## config.mk

```make
export PLATFORM = sky130hd
export DESIGN_NAME = vec_dispatch_queue
export DESIGN_NICKNAME = d
export VERILOG_FILES = /design/src/rtl/vector_processor_pkg.sv /design/src/rtl/vec_dispatch_fifo.sv /design/src/rtl/vec_dispatch_queue.sv
export SDC_FILE = /design/constraint.sdc
export NUM_CORES = 1
export LEC_CHECK = 0
export ABC_AREA = 1
export CORE_ASPECT_RATIO = 1.4
export CORE_MARGIN = 8
export CORE_UTILIZATION = 49
export CTS_CLUSTER_DIAMETER = 30
export DETAILED_ROUTE_END_ITERATION = 16
export PLACE_DENSITY_LB_ADDON = 0.2
export SETUP_SLACK_MARGIN = 0.15
export SYNTH_ARGS = -nofsm -noshare
export SYNTH_HDL_FRONTEND = slang
export SYNTH_SLANG_ARGS = --single-unit
export TNS_END_PERCENT = 10
```

## constraint.sdc

```tcl
create_clock -name clk -period 6.15 [get_ports clk]
set_input_delay 1.23 -clock clk [delete_from_list [all_inputs] [get_ports clk]]
set_output_delay 1.23 -clock clk [all_outputs]
set_load 0.02 [all_outputs]
```

## src/rtl/vector_processor_pkg.sv

```systemverilog
// Shared vector-processor definitions: default sizing, dispatch queue entry
// layout and the completion-handshake state encoding.
package vector_processor_pkg;

  localparam int VP_DEPTH   = 4;
  localparam int VP_DATA_W  = 32;
  localparam int VP_MAX_OUT = 2;
  localparam int VP_INST_W  = 32;

  // One queued vector instruction with its scalar operands (default width).
  typedef struct packed {
    logic [VP_INST_W-1:0] instruction;
    logic [VP_DATA_W-1:0] rs1;
    logic [VP_DATA_W-1:0] rs2;
  } vq_entry_t;

  // Four-phase completion handshake, value doubles as scalar_pro_ready.
  typedef enum logic {
    ACK_IDLE  = 1'b0,
    ACK_ACKED = 1'b1
  } ack_state_t;

endpackage

```

## src/rtl/vec_dispatch_fifo.sv

```systemverilog
// Circular dispatch queue: storage, wrap-around pointers and occupancy.
// Push/pop qualification is done by the caller; flush empties the queue.
module vec_dispatch_fifo
  import vector_processor_pkg::*;
#(
  parameter int  DEPTH   = VP_DEPTH,
  parameter type entry_t = vq_entry_t
) (
  input  logic                       clk,
  input  logic                       rst,
  input  logic                       push,
  input  logic                       pop,
  input  logic                       flush,
  input  entry_t                     wdata,
  output entry_t                     rdata,
  output logic [$clog2(DEPTH+1)-1:0] occupancy,
  output logic                       full,
  output logic                       empty
);

  localparam int PW = $clog2(DEPTH);
  localparam int CW = $clog2(DEPTH+1);

  entry_t          mem [DEPTH];
  logic [PW-1:0]   wr_ptr;
  logic [PW-1:0]   rd_ptr;

  // Entry storage; contents are never cleared, only pointers matter.
  always_ff @(posedge clk) begin
    if (push) mem[wr_ptr] <= wdata;
  end

  // Pointers wrap naturally since DEPTH is a power of two.
  always_ff @(posedge clk or posedge rst) begin
    if (rst) begin
      wr_ptr    <= '0;
      rd_ptr    <= '0;
      occupancy <= '0;
    end else if (flush) begin
      wr_ptr    <= '0;
      rd_ptr    <= '0;
      occupancy <= '0;
    end else begin
      if (push) wr_ptr <= wr_ptr + 1'b1;
      if (pop)  rd_ptr <= rd_ptr + 1'b1;
      case ({push, pop})
        2'b10:   occupancy <= occupancy + 1'b1;
        2'b01:   occupancy <= occupancy - 1'b1;
        default: occupancy <= occupancy;
      endcase
    end
  end

  assign rdata = mem[rd_ptr];
  assign full  = (occupancy == CW'(DEPTH));
  assign empty = (occupancy == '0);

endmodule

```

## src/rtl/vec_dispatch_queue.sv

```systemverilog
// Scalar-to-vector dispatch queue. Vector instructions seen by the scalar
// pipe are queued with their operands, issued to the vector unit under a
// credit limit (MAX_OUT), and credits return through a four-phase ack.
module vec_dispatch_queue
  import vector_processor_pkg::*;
#(
  parameter int DEPTH   = VP_DEPTH,
  parameter int DATA_W  = VP_DATA_W,
  parameter int MAX_OUT = VP_MAX_OUT
) (
  input  logic                         clk,
  input  logic                         rst,
  input  logic                         is_vec,
  input  logic [31:0]                  instruction,
  input  logic [DATA_W-1:0]            rs1_data,
  input  logic [DATA_W-1:0]            rs2_data,
  input  logic                         flush,
  output logic                         pc_enable,
  output logic                         vec_inst_valid,
  output logic [31:0]                  vec_instruction,
  output logic [DATA_W-1:0]            vec_rs1,
  output logic [DATA_W-1:0]            vec_rs2,
  input  logic                         vec_pro_ready,
  input  logic                         vec_pro_ack,
  output logic                         scalar_pro_ready,
  output logic [$clog2(DEPTH+1)-1:0]   occupancy,
  output logic [$clog2(MAX_OUT+1)-1:0] outstanding,
  output logic                         ack_err
);

  localparam int OW = $clog2(MAX_OUT+1);

  // Same layout as vq_entry_t, resized to this instance's operand width.
  typedef struct packed {
    logic [31:0]       instruction;
    logic [DATA_W-1:0] rs1;
    logic [DATA_W-1:0] rs2;
  } entry_t;

  entry_t     wdata, head;
  logic       full, empty, push, pop, completion;
  ack_state_t state_q, state_d;

  assign push           = is_vec & ~full & ~flush;
  assign pc_enable      = ~is_vec | (~full & ~flush);
  assign vec_inst_valid = ~empty & (outstanding < OW'(MAX_OUT)) & ~flush;
  assign pop            = vec_inst_valid & vec_pro_ready;

  assign wdata = '{instruction: instruction, rs1: rs1_data, rs2: rs2_data};

  vec_dispatch_fifo #(
    .DEPTH   (DEPTH),
    .entry_t (entry_t)
  ) u_fifo (
    .clk       (clk),
    .rst       (rst),
    .push      (push),
    .pop       (pop),
    .flush     (flush),
    .wdata     (wdata),
    .rdata     (head),
    .occupancy (occupancy),
    .full      (full),
    .empty     (empty)
  );

  assign vec_instruction = head.instruction;
  assign vec_rs1         = head.rs1;
  assign vec_rs2         = head.rs2;

  // Completion handshake state register.
  always_ff @(posedge clk or posedge rst) begin
    if (rst) state_q <= ACK_IDLE;
    else     state_q <= state_d;
  end

  // Next state; a completion is counted only on the IDLE->ACKED step.
  always_comb begin
    state_d    = state_q;
    completion = 1'b0;
    case (state_q)
      ACK_IDLE: if (vec_pro_ack) begin
        state_d    = ACK_ACKED;
        completion = 1'b1;
      end
      ACK_ACKED: if (!vec_pro_ack) state_d = ACK_IDLE;
      default:   state_d = ACK_IDLE;
    endcase
  end

  assign scalar_pro_ready = (state_q == ACK_ACKED);

  // Issued-but-uncompleted credit count; a completion with nothing
  // outstanding saturates at zero and latches the error flag.
  always_ff @(posedge clk or posedge rst) begin
    if (rst) begin
      outstanding <= '0;
      ack_err     <= 1'b0;
    end else begin
      case ({pop, completion})
        2'b10: outstanding <= outstanding + 1'b1;
        2'b01: begin
          if (outstanding == '0) ack_err     <= 1'b1;
          else                   outstanding <= outstanding - 1'b1;
        end
        default: outstanding <= outstanding;
      endcase
    end
  end

endmodule

```

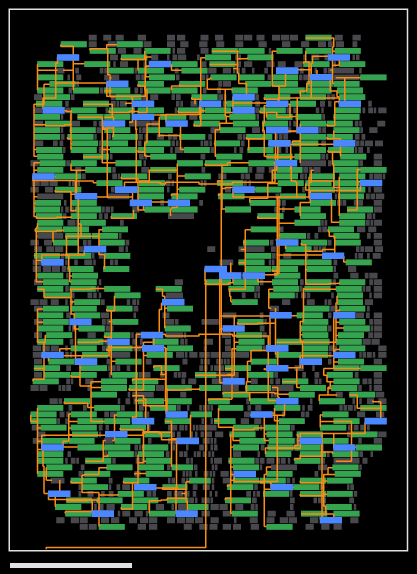
clk_routes.png
The bar under the picture is 50 um long.
[orange] clock wires | length: 4,870 um
[green] flip-flops | count: 395
[blue] clock drivers | count: 68
flops lie	widely spread
clock share of power: 45.7%
clk pwr: 3.94 mW
Layout Skew: 0.02303 ns
clk latency late pin: 0.55 ns

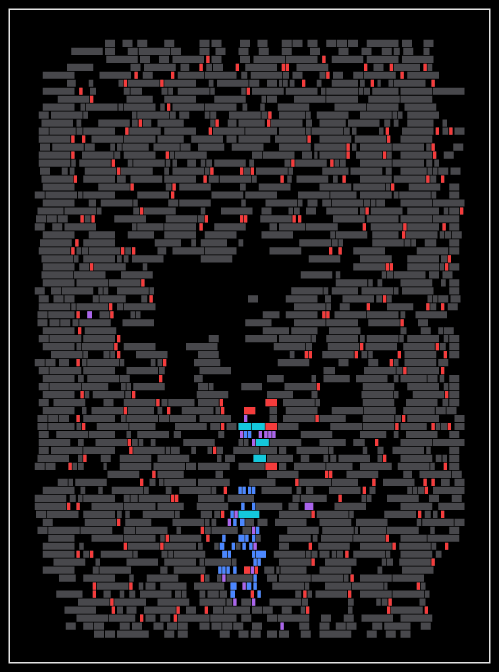
logic_types.png
colour	family	cells
red	nor cells	199
purple	inv cells	19
blue	nand cells	36
cyan	fa/ha/maj cells	5
Comb area share: 13.38%
Top cell excl fill/tap: edfxtp_1
Final Non-Filler Cells: 1,682

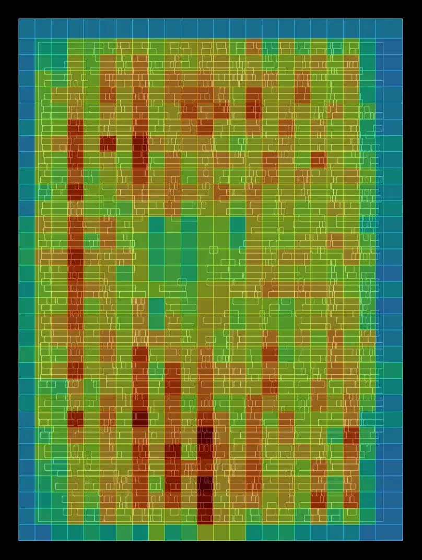
congestion.png
grt met1 use: 21.16%
GRT Util Overall: 18.47%

==> summary.txt <==
flow finished, numbers: fin crit share between 70 and 80%, Critical Path RT 4.92 ns, chip width 163.3 um, total power ~8.6 mW, Avg Inst Size Synth ~15 um^2, routed vias/inst between 5 and 6, CTS resizes 0, Post-Syn Instances approximately 1,000, RSZ-0062 raised after global routing false, Mapped Nets roughly 1,100, # rows roughly 75, Post-CTS Setup Bufs 0, post-route ant nets 0, yosys stat area 14,880 um^2, first-pass GRT wire length roughly 52,000 um, final routed DRC violation total 0, TritonCTS Sinks 395, final period demand of the worst path about 4.5 ns, initial antenna violation count 5, Synthesis Warnings 0, total number of vias roughly 9,100, Crit Path Class reg -> out, Buffers on Ports slightly above 200, cts-stage hold buffer count 0, clock-pin slew on the worst setup and hold paths approximately 0.06 ns, Max-slew headroom a little under a third, endpoints failing setup 0, pwr/cell area ~440 nW/um^2, Top Layout Cells 384 x edfxtp_1, 206 x clkdlybuf4s50_1, 194 x nor2_1, 121 x o21ai_0, 96 x o22ai_1, status completed, logic area between 2000 and 3000 um^2, min-delay src ack_err, biggest area cells edfxtp_1 78%, nor2_1 5.0%, o21ai_0 4.1%, o22ai_1 4.0%, o21ai_1 2.6%, Initial DRT Pass Iterations 4, cell count of the worst reg-to-reg path 5, Post-synth seq share about four fifths, Tightest Pin Transition between 1 and 1.5 ns, LEAKAGE slightly below 7 nW, Util after Layout between 60% and 70%, maximum clock frequency between 0.2 and 0.25 GHz, VDD IR-drop max approximately 350 uV, synth unique cells 26, Crit Path Max Fanout between 50 and 60, floorplan utilization 49.69%, crit end category output port, Hold Crit Depth 1, Worst Hold Class reg -> reg, Register Area between 10,000 and 15,000 um^2, max-slew violations 0, Cells after DPL 1,557, Synthesized registers a little under 400, DP HPWL between 15,000 and 20,000 um, die height between 200 and 250 um, Place WS 2.135 ns, vias in the first global route ~9,400, hold worst-path end ack_err, Max-Cap Viols 0, Min Hold Slack between 0.4 and 0.5 ns, Final #Nets 1,349, worst setup margin ~1.6 ns, Bufs on Longest Clock Path 3, DRT iter0 DRCs between 600 and 700, Avg WL per Cell between 20 and 25 um, clk root buf clkbuf_16, Layout area overhead 32.18%, final instance area roughly 20,000 um^2, layout cells sized above 1 10.97%
flip-flops by register name, indices dropped and copies added (netlist names):
| signal | cells |
|---|---|
| u_fifo.rd_ptr | 2 |
| u_fifo.mem | 384 |
| scalar_pro_ready | 1 |
| u_fifo.occupancy | 3 |
| ack_err | 1 |
| u_fifo.wr_ptr | 2 |
| outstanding | 2 |
cells by family after synthesis:
logic type                 count (synthesis)  synth area share (%)
buffers and inverters                     82                 3.154
DFF                                      395                 79.37
AOI/OAI and AO/OA                        297                 10.84
xor gates and xnor gates                   1               0.05889
and+or+nand+nor                          236                 6.107
adders and majority gates                  5                0.4710
layer usage:
layer	vias up	global-route usage (%)	share of wire, %
li1	4302	-	-
met1	4515	21.16	38
met2	258	31.99	53
met3	56	4.924	6.5
met4	6	7.478	2.1
met5	-	0	0.12
cell usage after synthesis, drive strengths merged:
| cell type | instances |
|---|---|
| o22ai | 96 |
| o21ai | 198 |
| fa | 1 |
| clkbuf | 27 |
| nand4 | 1 |
| nand2 | 29 |
| buf | 36 |
| inv | 18 |
| or2 | 1 |
| nand3 | 6 |
| nor2 | 199 |
| ha | 4 |
| a21oi | 2 |
| xnor2 | 1 |
| dfrtp | 11 |
| clkinv | 1 |
| edfxtp | 384 |
| o21bai | 1 |
report_power, final:
group / internal (mW) / switching (mW)
sequential: 3.13 / 0.0572
combinational: 0.597 / 0.905
clock: 2.59 / 1.35
final cells by class:
| cell class | count | area share, % |
|---|---|---|
| well taps | 385 | 2.450 |
| repair buffers | 219 | 11.24 |
| clock buffers | 77 | 9.367 |
| flip-flops and latches | 395 | 60.08 |
| inverters | 19 | 0.3945 |
| clock inverters | 46 | 3.067 |
| multi-input cells | 539 | 13.38 |
| diodes | 2 | 0.02545 |
worst max-delay path: stages (launching register included):
cell             delay (ns)
dfrtp_4                0.74
clkinv_2               0.70
buf_12                 0.46
o21ai_1                0.11
o22ai_1                0.13
clkdlybuf4s50_1        0.57
worst max-delay path by stage:
stage / cells after the start / slack (ns) / endpoint / start
floorplan: 3 / 0.06 / u_fifo.mem[0][0] / flush
global placement: 5 / 2.18 / vec_instruction[22] / u_fifo.rd_ptr[1]
detailed placement: 5 / 2.14 / vec_rs1[30] / u_fifo.rd_ptr[1]
CTS: 5 / 1.53 / vec_rs1[30] / u_fifo.rd_ptr[1]
global route: 5 / 1.41 / vec_rs1[25] / u_fifo.rd_ptr[1]
finish: 5 / 1.61 / vec_rs1[30] / u_fifo.rd_ptr[1]
Power is estimated from default activity; no workload was simulated.
